### src/rtl/pump_pkg.sv
// Shared types and default constants for the pump-system sensor front-ends.
package pump_pkg;

  // Debounce FSM states of the drain-side sensor conditioner.
  typedef enum logic [1:0] {
    LOW      = 2'd0,
    RISE_CHK = 2'd1,
    HIGH     = 2'd2,
    FALL_CHK = 2'd3
  } xa_cond_state_t;

  localparam int XA_SYNC_STAGES    = 2;
  localparam int XA_DEB_CYCLES     = 1000;
  localparam int XA_TIMEOUT_CYCLES = 50_000_000;
  localparam int XA_CNT_W          = 16;

endpackage

### src/rtl/sync_ff.sv
// Generic N-stage single-bit synchronizer for asynchronous sensor lines.
module sync_ff #(
  parameter int STAGES = 2
) (
  input  logic clk,
  input  logic rst_n,
  input  logic d,
  output logic q
);

  logic [STAGES-1:0] sync_q;

  // Shift the raw line through the flop chain; the last stage is the safe copy.
  always_ff @(posedge clk or negedge rst_n) begin
    if (!rst_n) begin
      sync_q <= '0;
    end else begin
      sync_q <= {sync_q[STAGES-2:0], d};
    end
  end

  assign q = sync_q[STAGES-1];

endmodule

### src/rtl/xa_sensor_conditioner.sv
// Drain-side sensor front-end: synchronize, debounce, emit one pulse per
// confirmed rising edge, count pulses and flag a sensor that has gone quiet.
module xa_sensor_conditioner
  import pump_pkg::*;
#(
  parameter int SYNC_STAGES    = XA_SYNC_STAGES,
  parameter int DEB_CYCLES     = XA_DEB_CYCLES,
  parameter int TIMEOUT_CYCLES = XA_TIMEOUT_CYCLES,
  parameter int CNT_W          = XA_CNT_W
) (
  input  logic             clk,
  input  logic             rst_n,
  input  logic             sensor_in,
  input  logic             en,
  input  logic             clear_fault,
  output logic             level_out,
  output logic             pulse_out,
  output logic [CNT_W-1:0] pulse_count,
  output logic             fault_stuck,
  output xa_cond_state_t   state_dbg
);

  localparam int DEB_W = $clog2(DEB_CYCLES + 1);
  localparam int TMO_W = $clog2(TIMEOUT_CYCLES + 1);
  // The cycle that enters a CHK state already counts as stable cycle 1, so a
  // level is accepted once the counter holds DEB_CYCLES-1 and s_sync is still
  // stable; this gives the k+SYNC_STAGES+DEB_CYCLES-1 latency.
  localparam logic [DEB_W-1:0] DEB_LAST = DEB_W'(DEB_CYCLES - 1);
  localparam logic [TMO_W-1:0] TMO_MAX  = TMO_W'(TIMEOUT_CYCLES);

  logic             s_sync;
  xa_cond_state_t   state_q, state_d;
  logic [DEB_W-1:0] deb_q, deb_d;
  logic             pulse_d, level_d;
  logic [TMO_W-1:0] tmo_q, tmo_d;

  sync_ff #(.STAGES(SYNC_STAGES)) u_sync (
    .clk   (clk),
    .rst_n (rst_n),
    .d     (sensor_in),
    .q     (s_sync)
  );

  assign state_dbg = state_q;

  // FSM state, debounce counter and registered outputs.
  always_ff @(posedge clk or negedge rst_n) begin
    if (!rst_n) begin
      state_q     <= LOW;
      deb_q       <= '0;
      level_out   <= 1'b0;
      pulse_out   <= 1'b0;
      pulse_count <= '0;
    end else begin
      state_q   <= state_d;
      deb_q     <= deb_d;
      level_out <= level_d;
      pulse_out <= pulse_d;
      if (pulse_d) begin
        pulse_count <= pulse_count + CNT_W'(1);
      end
    end
  end

  // Next-state logic; disabling drops any pending check back to its stable origin.
  always_comb begin
    state_d = state_q;
    deb_d   = deb_q;
    pulse_d = 1'b0;
    if (!en) begin
      deb_d = '0;
      case (state_q)
        RISE_CHK: state_d = LOW;
        FALL_CHK: state_d = HIGH;
        default:  state_d = state_q;
      endcase
    end else begin
      case (state_q)
        LOW: begin
          if (s_sync) begin
            if (DEB_CYCLES == 1) begin
              state_d = HIGH;
              pulse_d = 1'b1;
              deb_d   = '0;
            end else begin
              state_d = RISE_CHK;
              deb_d   = DEB_W'(1);
            end
          end
        end
        RISE_CHK: begin
          if (!s_sync) begin
            state_d = LOW;
            deb_d   = '0;
          end else if (deb_q == DEB_LAST) begin
            state_d = HIGH;
            pulse_d = 1'b1;
            deb_d   = '0;
          end else begin
            deb_d = deb_q + 1'b1;
          end
        end
        HIGH: begin
          if (!s_sync) begin
            if (DEB_CYCLES == 1) begin
              state_d = LOW;
              deb_d   = '0;
            end else begin
              state_d = FALL_CHK;
              deb_d   = DEB_W'(1);
            end
          end
        end
        FALL_CHK: begin
          if (s_sync) begin
            state_d = HIGH;
            deb_d   = '0;
          end else if (deb_q == DEB_LAST) begin
            state_d = LOW;
            deb_d   = '0;
          end else begin
            deb_d = deb_q + 1'b1;
          end
        end
        default: begin
          state_d = LOW;
          deb_d   = '0;
        end
      endcase
    end
    level_d = (state_d == HIGH) || (state_d == FALL_CHK);
  end

  // Timeout next value: clear and pulse restart it, disable parks it at 0.
  always_comb begin
    tmo_d = tmo_q;
    if (clear_fault || !en || pulse_d) begin
      tmo_d = '0;
    end else if (tmo_q != TMO_MAX) begin
      tmo_d = tmo_q + 1'b1;
    end
  end

  // Timeout counter and sticky fault flag; clear beats a simultaneous timeout.
  always_ff @(posedge clk or negedge rst_n) begin
    if (!rst_n) begin
      tmo_q       <= '0;
      fault_stuck <= 1'b0;
    end else begin
      tmo_q <= tmo_d;
      if (clear_fault) begin
        fault_stuck <= 1'b0;
      end else if (tmo_d == TMO_MAX) begin
        fault_stuck <= 1'b1;
      end
    end
  end

endmodule
### config.mk
export PLATFORM = sky130hd
export DESIGN_NAME = xa_sensor_conditioner
export DESIGN_NICKNAME = d
export VERILOG_FILES = /design/src/rtl/pump_pkg.sv /design/src/rtl/sync_ff.sv /design/src/rtl/xa_sensor_conditioner.sv
export SDC_FILE = /design/constraint.sdc
export NUM_CORES = 1
export LEC_CHECK = 0
export ABC_CLOCK_PERIOD_IN_PS = 2900
export CAP_MARGIN = 20
export CORE_MARGIN = 5
export CORE_UTILIZATION = 45
export DETAILED_ROUTE_END_ITERATION = 6
export GPL_ROUTABILITY_DRIVEN = 1
export GPL_TIMING_DRIVEN = 0
export MAX_ROUTING_LAYER = met4
export PLACE_DENSITY_LB_ADDON = 0.2
export SLEW_MARGIN = 20
export SYNTH_ARGS = -nofsm -noshare
export SYNTH_HDL_FRONTEND = slang
export SYNTH_HIERARCHICAL = 1
export SYNTH_SLANG_ARGS = --single-unit
### constraint.sdc
create_clock -name clk -period 2.9 [get_ports clk]
set_clock_uncertainty 0.15 [all_clocks]
set_input_delay 0.725 -clock clk [delete_from_list [all_inputs] [get_ports clk]]
set_output_delay 0.725 -clock clk [all_outputs]
set_load 0.05 [all_outputs]
==> qor.yml <==
ff_type: "dfrtp_1"
setup.worst_path.class: "input pin to flip-flop"
reg2reg_to: "fault_stuck"
worst_hold_slack_ps: 159
peakVddDrop_v: 0.000382
endpoint_kind: "flip-flop"
post-route-min-period_ps: 2720
setup_viol: 0
drt_iter0_drc: 130
h-tree-depth: 3
cts-root-buf: "clkbuf_8"
grt_use_met1_pct: 21.2
switching_power_uw: 383
tightest_slew_ps: 911
comb-power_uw: 59.1
met3_usage_pct: 3.33
flops: 59
flop_area_um2: 1480
syn_inst: 323
ctsHoldBuffers: 0
sh_comb_area_pct: 40.4
status: "finished, final reports clean"
pin_count: 26
buffers_excl_clock: 44
setup_tns_ps: 0
synth_async_sr_flop_share_pct: 100
grtUsageTotal_pct: 16.2
grt_pass1_wl_um: 10700
drt_wl_total_um: 6220
slew_violations: 0
first_global_vias: 2313
wl_met3_um: 252
largest_cell_class: "combinational gates"
cts_setup_buffers: 0
final_cell_count_no_fill: 450
cpLargestDelayFamily: "simple AND/OR/NAND/NOR gates"
cpMaxStageDelayCell: "or4_1"
grt_overflow: 0
drt-pass1-iter-count: 4
worst_slack_ps: 177
met2_usage_pct: 24.5
cts_buffers: 9
dp_hpwl_um: 4340
worstReg2RegStart: "deb_q[0]"
postSynthAreaPerCell_um2: 9.46
cts_buffer_depth: 2
critPathBufInv: 3
grt_max_degree: 32
slowest_delay_ps: 530
endpoint: "fault_stuck"
mux_share_pct: 1.43
cts_sinks: 59
num-fill-cells: 574
fp.dieW_um: 92.4
slew_headroom_pct: 39.1
edf_count: 0
synth-simple-area-share_pct: 26.4
tap_cells: 80
ys.flops: 59
final_common_cell: "dfrtp_1"
path_depth: 10
regMostFlops: "tmo_q"
clkLatencyLatePin_ps: 340
drive_gt1_share_pct: 11.9
drv_cap: 0
fmax_ghz: 0.367
worstPathArrival_ps: 2820
wl_met2_um: 2820
seq_share_pct: 39.4
wl_per_cell_um: 13.8
hp-class: "input pin to async pin"
finalCritPeriodShare_pct: 93.9
p_total_mw: 1.83
antenna_found_initial: 0
dieArea_um2: 8540
startpoint: "en"
path_clk_slew_ps: 70
clkCellAreaFrac_pct: 6.64
critPathMaxFanout: 9
core_area_um2: 6720
powerClk_uw: 934
timing_hold_violations_final: 0
p_clk_share_pct: 51.2
synth_adder_area_share_pct: 1.64
layout_top_cells: "59 x dfrtp_1, 45 x nor2_1, 26 x xnor2_1"
n_antenna_cell: 0
p_leak_nw: 1.57
synth_xor_xnor_area_share_pct: 11.5
num_rows: 30
largest_reg_flops: 26
num_vias: 2397
post_dp_cell_area_um2: 3420
logic_gates: 241
synthDistinctLibCells: 44
fp_util_pct: 45.5
powerDensity_nw_per_um2: 487
viasPerCell: 5.33
portBuffers: 25
worstPathRequired_ps: 2990
routed.top_layer: "met4"
startpoint_type: "input pin"
r2r_cells: 10
dp.cells: 429
synthesis.area_um2: 3060
m1WireLength_um: 3060
logic_area_um2: 1520
tool_warnings: 27
p_sw_share_pct: 21.0
power-top-group: "the clock network"
crit_path_cell_trace: "clkbuf_2, and4b_1, nor4bb_1, buf_2, or3b_4, buf_6, a21oi_2, nand3_1, or4_1, o31ai_2"
syn-num-nets: 332
powerSeq_uw: 832
reg_top3: "tmo_q (26), pulse_count (16), deb_q (10)"
seqPwrFrac_pct: 45.6
yosys_warnings: 6
design_area_um2: 3750
cts_resized: 4
aoi_share_pct: 7.78
yosys_area_um2: 3060
place_congestion: 0.830
Yosys cell counts (all sizes together) (4+ instances only):
| master | instances | area [um^2] |
|---|---|---|
| a21oi | 6 | 33.8 |
| and3 | 6 | 37.5 |
| buf | 7 | 32.5 |
| clkbuf | 6 | 22.5 |
| dfrtp | 59 | 1480 |
| ha | 4 | 50.1 |
| inv | 10 | 37.5 |
| nand2 | 23 | 86.3 |
| nand2b | 6 | 37.5 |
| nand3 | 22 | 115 |
| nand4 | 10 | 62.6 |
| nor2 | 46 | 173 |
| nor3 | 10 | 50.1 |
| nor3b | 5 | 37.5 |
| nor4 | 6 | 43.8 |
| o21ai | 19 | 95.1 |
| o31ai | 5 | 42.5 |
| or3 | 4 | 25.0 |
| xnor2 | 26 | 228 |
| xor2 | 14 | 123 |
Fig. 1: cell sizes after repair
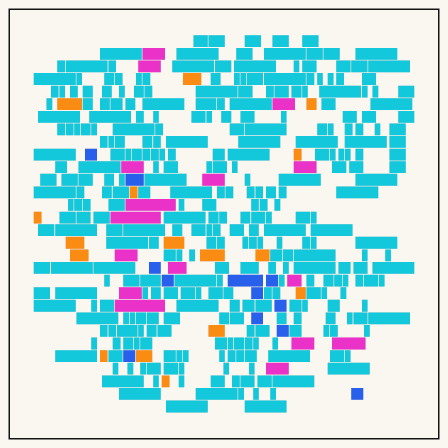
size	color	cells	share
x2	orange	16	4.3%
x1 and smaller	cyan	326	88%
x6 and larger	magenta	16	4.3%
x3 and x4	blue	12	3.2%

Fig. 2: I/O pins on the die edge
Bar = 20 um. Pins as bars across the die edge, other pins in gray.
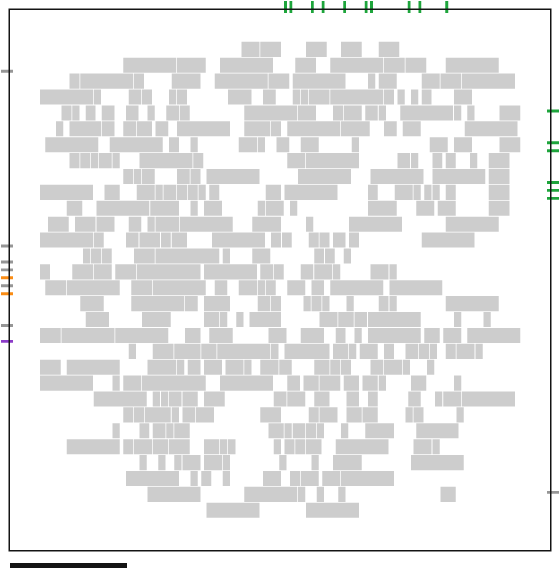
port	color	pins	direction	edge
`sensor_in`	purple	1	input	left
`state_dbg`	orange	2	output	left
`pulse_count`	green	16	output	10 top, 6 right
all pins by edge	10 top, 9 left, 7 right

Fig. 3: cell area per tile
The die is cut into 9 by 9 equal tiles; white is low, dark blue is high, 0 to 100% covered.
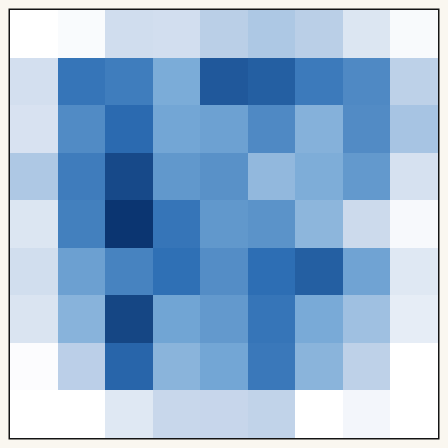
fullest tile	98%
mean over tiles	43%
tiles over 75% full	9.9%
emptiest ninth of the die	bottom right
nearly empty tiles	8.6%
densest ninth of the die	middle

Fig. 4: layout detail
Region (59, 59) to (79, 79) um. Cells in gray, sequential cells in the stronger gray; small squares are vias.
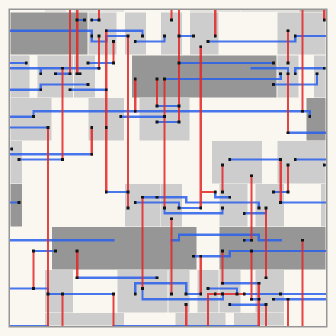
layer	color
M2	red
M1	blue
most frequent	nor2_1 (5), nand2_1 (4), dfrtp_1 (4)
netlist names of flops here include	`pulse_count` (4)
cells with their middle in the window	29
sequential cells in the window	4

No activity file was given, so power comes from the tool's default toggle rates.
